## src/rtl/score_digit_sequencer.sv

```systemverilog
// Game score counter (BCD, frame-tick driven) plus a per-pixel digit scheduler
// that time-multiplexes one shared score_render across all score digits.
module score_digit_sequencer #(
  parameter int CONV            = 0,
  parameter int DIGITS          = 4,
  parameter int X_BASE          = 560,
  parameter int DIGIT_PITCH     = 6,
  parameter int TICKS_PER_POINT = 6
) (
  input  logic                  clk,
  input  logic                  rst_n,
  input  logic [9:CONV]         i_hpos,
  input  logic                  i_frame_start,
  input  logic                  i_running,
  input  logic                  i_game_reset,
  output logic [3:0]            o_num,
  output logic [9:CONV]         o_hpos_rel,
  output logic [4*DIGITS-1:0]   o_score_bcd,
  output logic                  o_overflow
);

  localparam int W  = 10 - CONV;
  localparam int SW = 4 * DIGITS;
  localparam logic [5:0]   TICK_LAST = 6'(TICKS_PER_POINT - 1);
  localparam logic [W-1:0] BASE      = W'(X_BASE);
  localparam logic [W-1:0] SPAN      = W'(DIGITS * DIGIT_PITCH);
  localparam logic [W-1:0] GLYPH_W   = W'(4);

  logic [5:0]    tick_cnt;
  logic [SW-1:0] score;
  logic [SW-1:0] disp;
  logic [SW-1:0] score_inc;
  logic [SW-1:0] score_next;
  logic          carry;
  logic          all_nines;
  logic          tick_en;
  logic          point;

  // BCD ripple increment; nibble 0 of the vector is the least significant digit.
  always_comb begin
    score_inc = score;
    carry     = 1'b1;
    for (int j = 0; j < DIGITS; j++) begin
      if (carry) begin
        if (score[4*j +: 4] == 4'd9) begin
          score_inc[4*j +: 4] = 4'd0;
        end else begin
          score_inc[4*j +: 4] = score[4*j +: 4] + 4'd1;
          carry = 1'b0;
        end
      end
    end
    all_nines = carry;
  end

  assign tick_en = i_frame_start & i_running;
  assign point   = tick_en & (tick_cnt == TICK_LAST);

  always_comb begin
    score_next = score;
    if (i_game_reset) begin
      score_next = '0;
    end else if (point && !all_nines) begin
      score_next = score_inc;
    end
  end

  // disp takes score_next so a point earned on the latching frame is shown at once.
  always_ff @(posedge clk or negedge rst_n) begin
    if (!rst_n) begin
      tick_cnt   <= '0;
      score      <= '0;
      disp       <= '0;
      o_overflow <= 1'b0;
    end else if (i_game_reset) begin
      tick_cnt   <= '0;
      score      <= '0;
      disp       <= '0;
      o_overflow <= 1'b0;
    end else begin
      if (tick_en) begin
        tick_cnt <= point ? 6'd0 : tick_cnt + 6'd1;
      end
      score <= score_next;
      if (point && all_nines) begin
        o_overflow <= 1'b1;
      end
      if (i_frame_start) begin
        disp <= score_next;
      end
    end
  end

  assign o_score_bcd = score;

  logic [W-1:0] rel;
  logic [W-1:0] col;
  logic [W-1:0] sel_base;
  logic [2:0]   k;
  logic         in_span;

  // Beam left of X_BASE wraps to a large rel and falls outside the span.
  always_comb begin
    rel      = i_hpos - BASE;
    k        = 3'd0;
    sel_base = '0;
    for (int i = 1; i < DIGITS; i++) begin
      if (rel >= W'(i * DIGIT_PITCH)) begin
        k        = 3'(i);
        sel_base = W'(i * DIGIT_PITCH);
      end
    end
    col     = rel - sel_base;
    in_span = (rel < SPAN);
  end

  logic [3:0] nib;
  logic       lead;
  logic       zero_run;
  logic       blank;

  // Walk from the MSD; a digit is leading-zero if it and everything left of it is 0.
  always_comb begin
    nib      = 4'hF;
    lead     = 1'b0;
    zero_run = 1'b1;
    for (int j = 0; j < DIGITS; j++) begin
      zero_run = zero_run & (disp[4*(DIGITS-1-j) +: 4] == 4'd0);
      if (3'(j) == k) begin
        nib  = disp[4*(DIGITS-1-j) +: 4];
        lead = zero_run && (j < DIGITS - 1);
      end
    end
    blank = !in_span || (col >= GLYPH_W) || lead;
  end

  always_ff @(posedge clk or negedge rst_n) begin
    if (!rst_n) begin
      o_num      <= 4'hF;
      o_hpos_rel <= '1;
    end else begin
      o_num      <= blank ? 4'hF : nib;
      o_hpos_rel <= blank ? '1 : col;
    end
  end

endmodule

```

## config.mk

```make
export PLATFORM = sky130hd
export DESIGN_NAME = score_digit_sequencer
export DESIGN_NICKNAME = d
export VERILOG_FILES = /design/src/rtl/score_digit_sequencer.sv
export SDC_FILE = /design/constraint.sdc
export NUM_CORES = 1
export LEC_CHECK = 0
export CAP_MARGIN = 20
export CELL_PAD_IN_SITES_DETAIL_PLACEMENT = 0
export CELL_PAD_IN_SITES_GLOBAL_PLACEMENT = 2
export CORE_UTILIZATION = 34
export CTS_CLUSTER_DIAMETER = 30
export DETAILED_ROUTE_END_ITERATION = 12
export GPL_ROUTABILITY_DRIVEN = 0
export PLACE_DENSITY_LB_ADDON = 0.2
export SYNTH_ARGS = -nofsm -noshare
export SYNTH_HDL_FRONTEND = slang
export SYNTH_SLANG_ARGS = --single-unit
```

## constraint.sdc

```tcl
create_clock -name clk -period 3 [get_ports clk]
set_input_delay 0.9 -clock clk [delete_from_list [all_inputs] [get_ports clk]]
set_output_delay 0.9 -clock clk [all_outputs]
set_load 0.02 [all_outputs]
```

==> run_1/congestion.png <==
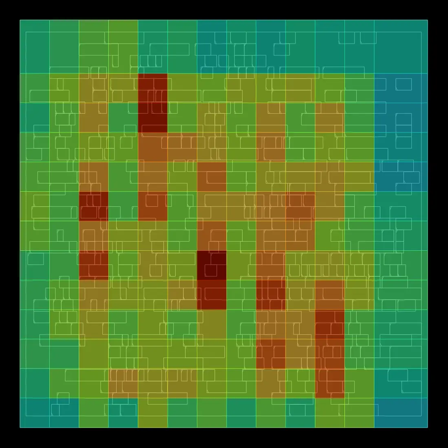
met2 track demand over resource: 0.260
routed wirelength normalized by instance count: 14.5 µm
GR Layer Usage met3: 0.0287
met1 track demand over resource: 0.232
overall routing resource usage: 0.164

==> run_1/wires.png <==
Only two layers are drawn.
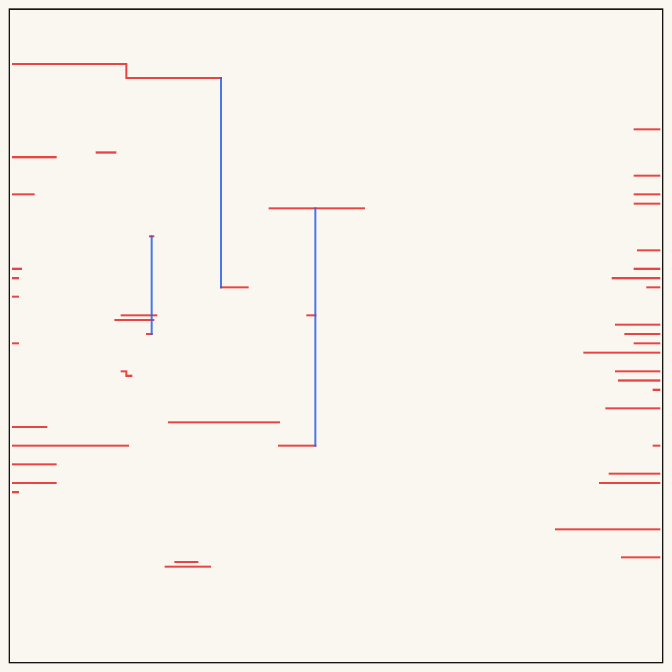
metal 4: shown in blue, wire length 79.6 µm. metal 3: shown in red, wire length 259 µm.

==> run summary, run 1 <==
Summary of implementation figures.

CTS
TritonCTS built the clock tree. The clock buffer count from CTS is 5. The CTS sink count is 53.

Final timing
The time the worst path needs with I/O delays and setup is 3.66 ns. The final-report setup violation count is 14. Once routing completed, OpenROAD measured the worst setup slack at -0.664 ns. Derived from the worst setup path, the maximum achievable clock frequency is 0.273 GHz. Setup total negative slack on the finished layout was measured at -8.09 ns.

After layout, the setup clock skew is reported as 0.0127 ns. The worst hold margin is 0.522 ns. Setup repair after global routing could not meet its margin everywhere.

Worst setup path
STA lists the endpoint of the worst register-to-register path as disp[11]. The worst setup path is captured at a register. Tracing the worst setup path back leads to its startpoint at i_hpos[5].

The capturing instance or port of the critical path is o_num[2]. The depth of the most critical reg-to-reg path is 8. For the worst setup path, the data arrival time is 3.91 ns.

Floorplan
From bottom edge to top edge, the die measures 95.3 µm.

Finish
Once layout is complete, the utilization of the core stands at 0.505. The net count of the finished layout is 410.

Power
The portion of total power attributed to combinational logic is 0.161. The switching share of total power is 0.279. The worst voltage drop across the vdd grid is 174 µV.

Worst hold path
Hold analysis lists the worst path endpoint as o_overflow. Hold analysis shows the worst path with a depth of 2.

Job
The number of warnings the tools reported is 32.

Synth
Per the Yosys statistics, synthesis produced 293 cells. The and-or/or-and share of the synthesized area is 0.160. After synthesis the cells add up to 2960 µm². The area share of fa/ha/maj cells after synthesis is 0.0448.

Yosys mapped a number of flops with a built-in enable equal to 0. The area of the synthesized netlist per yosys stat is 2960 µm². The share of the synthesized netlist area taken by xor and xnor gates is 0.0296. The cell type with the highest aggregate area in the netlist is sky130_fd_sc_hd__dfrtp_1.

Place
The detailed placer's ending HPWL is 5040 µm. The post-placement cell area is 3880 µm².

Outcome
The final reports fail on negative setup slack. The flow ran to the end, but the final reports show violations.
==> run_1/io_placement.png <==
Pins as bars across the die edge, other pins in grey.
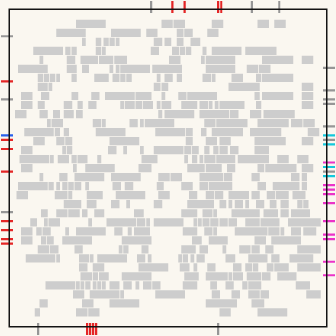
i_hpos: shown in magenta, pins 10, direction input, edge right. o_score_bcd: shown in red, pins 16, direction output, edge 8 left, 4 top, 4 bottom. o_num: shown in cyan, pins 4, direction output, edge right. i_frame_start: shown in blue, pins 1, direction input, edge left.
All pins by edge: 21 right, 12 left, 7 top, 6 bottom.

==> run 1: sequential cells by signal, summed over array words and instances, names as in the netlist <==
| name | count |
|---|---|
| disp | 16 |
| o_score_bcd | 16 |
| o_overflow | 1 |
| o_num | 4 |
| tick_cnt | 6 |
| o_hpos_rel | 10 |
==> run 1: routing by layer <==
metal	vias to the layer above	track usage	routed length, µm
li1	1240	-	-
met1	1180	0.232	3410
met2	55	0.260	3370
met3	7	0.0287	259
met4	0	0.0417	79
met5	-	0	0
==> run 1: cell type report <==
type / instances / area (µm²) / share of cell area
tap: 105 / 131 / 0.0313
multi-input combinational: 215 / 1700 / 0.405
sequential: 53 / 1340 / 0.320
clock buffer: 5 / 68.8 / 0.0164
clock inverter: 3 / 23.8 / 0.00567
inverter: 16 / 75.1 / 0.0179
timing repair buffer: 94 / 851 / 0.203
==> run 1: power by group through the flow <==
stage                     Clock, mW  Sequential, mW  Combinational (mW)
after global routing          0.478           0.736               0.245
after CTS                     0.441           0.735               0.203
after global placement            0           0.747               0.189
after detailed placement          0           0.748               0.190
after floorplan                   0           0.748              0.0914
final                         0.430           0.734               0.224
==> run 1: repair_timing <==
| action | CTS | global route |
|---|---|---|
| hold buffers | 0 | 0 |
| setup endpoints to repair | 14 | 14 |
| resized | 31 | 32 |
| buffers inserted | 6 | 6 |
| pin swaps | 18 | 15 |
==> run 1: cells in the final DEF (no fill, tap or decap), types with 5 or more instances in the layout <==
cell type                          n
sky130_fd_sc_hd__inv_1            11
sky130_fd_sc_hd__nor3_1            6
sky130_fd_sc_hd__clkdlybuf4s50_1  34
sky130_fd_sc_hd__nor3_2            5
sky130_fd_sc_hd__a21oi_1          18
sky130_fd_sc_hd__xnor2_1           7
sky130_fd_sc_hd__mux2i_1           7
sky130_fd_sc_hd__nand3_1           7
sky130_fd_sc_hd__a211oi_1         11
sky130_fd_sc_hd__ha_1              6
sky130_fd_sc_hd__dfstp_2          14
sky130_fd_sc_hd__buf_4            44
sky130_fd_sc_hd__o21ai_0           7
sky130_fd_sc_hd__clkbuf_8          5
sky130_fd_sc_hd__nor2_1           40
sky130_fd_sc_hd__dfrtp_1          39
sky130_fd_sc_hd__nand2_1           8
==> run 1: worst max-delay path, stage by stage <==
cell                       delay (ns)
sky130_fd_sc_hd__buf_12          0.10
sky130_fd_sc_hd__ha_4            0.13
sky130_fd_sc_hd__and4b_1         0.20
sky130_fd_sc_hd__a211oi_2        0.06
sky130_fd_sc_hd__buf_4           0.16
sky130_fd_sc_hd__nor3_4          0.22
sky130_fd_sc_hd__nor4b_4         0.29
sky130_fd_sc_hd__nand2_1         0.11
sky130_fd_sc_hd__nand2_2         0.09
sky130_fd_sc_hd__inv_2           0.04
sky130_fd_sc_hd__fa_2            0.53
sky130_fd_sc_hd__a21boi_4        0.22
sky130_fd_sc_hd__nand4_1         0.17
sky130_fd_sc_hd__a211oi_4        0.30
sky130_fd_sc_hd__nor3_4          0.10
sky130_fd_sc_hd__a221o_1         0.28
==> inputs of run 2 (changes only) <==
--- a/config.mk
+++ b/config.mk
@@ -8,6 +8,7 @@
 export CAP_MARGIN = 20
 export CELL_PAD_IN_SITES_DETAIL_PLACEMENT = 0
 export CELL_PAD_IN_SITES_GLOBAL_PLACEMENT = 2
+export CORE_ASPECT_RATIO = 1.4
 export CORE_UTILIZATION = 34
 export CTS_CLUSTER_DIAMETER = 30
 export DETAILED_ROUTE_END_ITERATION = 12
==> run_2/io_placement.png <==
Pins as bars across the die edge, other pins in grey.
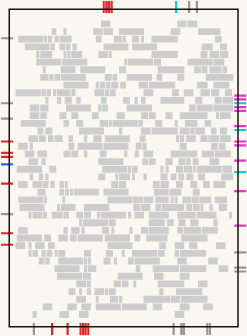
number of buffers added on ports: 45
die boundary height: 112 µm
horizontal die size: 80.8 µm

==> run_2/wires.png <==
Only two layers are drawn.
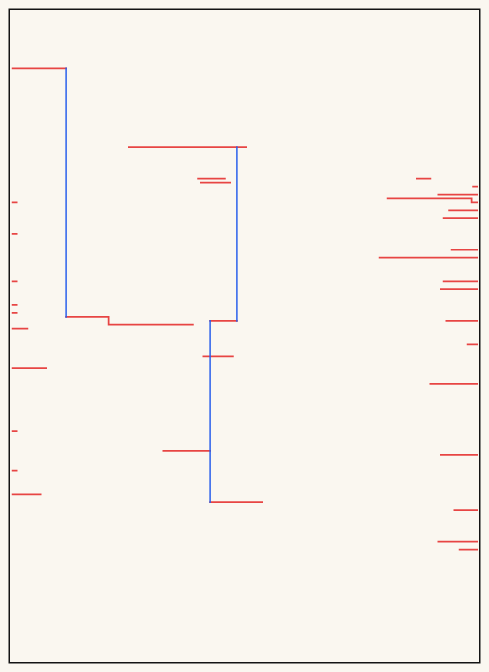
metal 4: shown in blue, wire length 104 µm. metal 3: shown in red, wire length 211 µm.

==> run 2 against run 1 <==
  * The run still ends with negative setup slack left
  * Die area about the same
  * Worst setup slack got worse by 0.12 ns
  * Sequential cell count unchanged
  * Area after synthesis unchanged
  * Register-to-register slack improved by 0.03 ns
  * Count of clock-buffer cells in the layout increased by 3
  * Largest power group unchanged
  * Highest routed layer unchanged
==> run summary, run 2 <==
Summary of implementation figures.

CTS
TritonCTS built the clock tree. The number of H-tree branching levels is 2. On the worst setup and hold paths after CTS, the clock-pin slew comes to 0.06 ns. Per the TritonCTS log, the buffer count is 5.

The number of hold-repair buffers added at the cts stage is 0. Per the CTS log, the buffer count on the longest clock path is 2. For this design, the sink count on the clock tree is 53.

Drt
The violation count after the first detailed-route iteration is 78. Dividing the detail-routed wire length by the instance count gives 14.7 µm.

Final timing
The final-layout setup total negative slack is -9.85 ns. The worst hold margin is 0.497 ns. Setup repair after global routing could not meet its margin everywhere. The final-report setup violation count is 14. Post-route period utilization is reported as 1.26.

The time the worst path needs with I/O delays and setup is 3.78 ns. After layout, the setup clock skew is reported as 0.00542 ns. The maximum achievable frequency is 0.264 GHz.

The final worst-path setup slack is -0.784 ns.

Job
The logs give a warning total of 32.

Outcome
The final reports fail on negative setup slack. The run finished, with violations left.

Worst setup path
OpenSTA lists the critical path startpoint as i_hpos[5]. The OpenROAD report gives the critical path a data arrival time of 4.00 ns. The nature of the critical path endpoint is a register.

The critical path launch point type is an input pin.

Synth
The summed instance area of the synthesized netlist is 2960 µm². The post-synth count of flops with an enable pin is 0. The number of synthesized register bits is 53. Sorting the Yosys area breakdown by cell type puts at the top sky130_fd_sc_hd__dfrtp_1.

The synthesized netlist was found by Yosys to have 293 cells. The area of the synthesized netlist per yosys stat is 2960 µm².

Finish
For this run, the post-layout net count is 417. The repair_antennas step left the layout with diodes totalling 0. Per the cell usage report, the commonest logic cells after layout are sky130_fd_sc_hd__buf_4, sky130_fd_sc_hd__nor2_1, sky130_fd_sc_hd__dfrtp_1.

By instance count after routing, the leading logic cell type is sky130_fd_sc_hd__buf_4.

Power
The worst voltage drop across the vdd grid is 266 µV.

Place
Summed over all nets, the half-perimeter wirelength after detailed placement is 5440 µm. The placement-stage cell area is 3910 µm².

GRT
The combined global-route utilization of all metal layers is 0.176. The first global-routing pass estimated 12400 µm of wire.
==> run_2/layer_met3.png <==
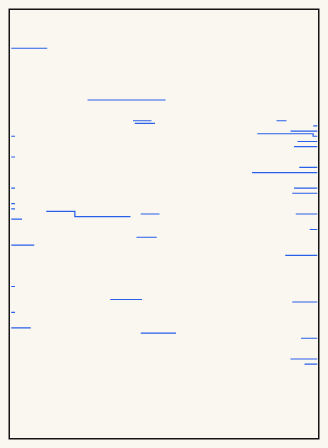
The layer holds 2.9% of the routed length. The longest straight run is 20.2 µm. The layer carries 211 µm of wire. 32 nets have wire on it.
vias after detailed routing: 2497
final wirelength: 7260 µm
GR Layer Usage met3: 0.0285

-- run 2: timing repair --
| action | 4_1_cts | 5_1_grt |
|---|---|---|
| setup endpoints to repair | 14 | 14 |
| setup buffers | 6 | 4 |
| endpoints found under the hold margin | 0 | 0 |
| pin swaps | 25 | 9 |
| resized | 45 | 10 |
| cloned | 0 | 0 |
-- run 2: per-stage QoR --
| step | total power [mW] | util |
|---|---|---|
| floorplan | 0.839 | - |
| global placement | 0.938 | 0.471 |
| detailed placement | 0.941 | 0.471 |
| CTS | 1.54 | 0.509 |
| global route | 1.60 | 0.516 |
| finish | 1.54 | 0.516 |
-- run 2: power breakdown --
group	total, mW	internal (mW)	switching [mW]
logic	0.223	0.103	0.119
registers	0.734	0.727	0.00752
clock network	0.580	0.333	0.247
-- run 2: cells by family (layout without fill, tap and decap cells) --
logic type | after synthesis | after routing | share of synthesized area
flops | 53 | 53 | 0.454
mux | 9 | 9 | 0.0309
simple gates | 122 | 122 | 0.247
buf+inv | 25 | 125 | 0.0343
xor+xnor | 10 | 10 | 0.0296
compound gates | 64 | 64 | 0.160
fa+ha+maj | 10 | 10 | 0.0448
-- run 2: worst paths after layout --
path                       cells past startpoint  slack, ns              to
setup / recovery                              18      -0.78        o_num[2]
hold / removal                                 1       0.50  o_score_bcd[9]
setup reg to reg                               9       0.42        disp[11]
hold reg to reg                                2       0.50      o_overflow
max in group asynchronous                      2       1.83   o_hpos_rel[8]
min in group clk                               2       0.50      o_overflow
-- run 2: layout make-up --
type	instances	area, µm²	area share
flip-flops and latches	53	1340	0.314
clock buffers	8	146	0.0342
inverters	16	75.1	0.0175
multi-input cells	215	1710	0.399
well taps	102	128	0.0298
repair buffers	101	877	0.205
-- run 2: worst max-delay path: stages --
cell and delay [ns]:
sky130_fd_sc_hd__buf_6 0.10, sky130_fd_sc_hd__buf_6 0.12, sky130_fd_sc_hd__ha_4 0.16, sky130_fd_sc_hd__and4b_1 0.20
sky130_fd_sc_hd__a211oi_4 0.23, sky130_fd_sc_hd__buf_4 0.17, sky130_fd_sc_hd__nor3_4 0.04, sky130_fd_sc_hd__nor4b_4 0.14
sky130_fd_sc_hd__buf_4 0.14, sky130_fd_sc_hd__inv_2 0.05, sky130_fd_sc_hd__o21ai_2 0.05, sky130_fd_sc_hd__ha_2 0.18
sky130_fd_sc_hd__fa_2 0.51, sky130_fd_sc_hd__a21boi_4 0.20, sky130_fd_sc_hd__nand4_1 0.17, sky130_fd_sc_hd__a211oi_4 0.25
sky130_fd_sc_hd__nor3_4 0.10, sky130_fd_sc_hd__a221o_1 0.28
-- run 2: per-layer routing --
layer | vias to the layer above | track usage | share of wire
met4 | 0 | 0.0536 | 0.014
met1 | 1190 | 0.213 | 0.42
li1 | 1259 | - | -
met2 | 41 | 0.313 | 0.54
met5 | - | 0 | 0
met3 | 7 | 0.0285 | 0.029
Power figures rest on the tool's default switching activity, not on a simulated workload.
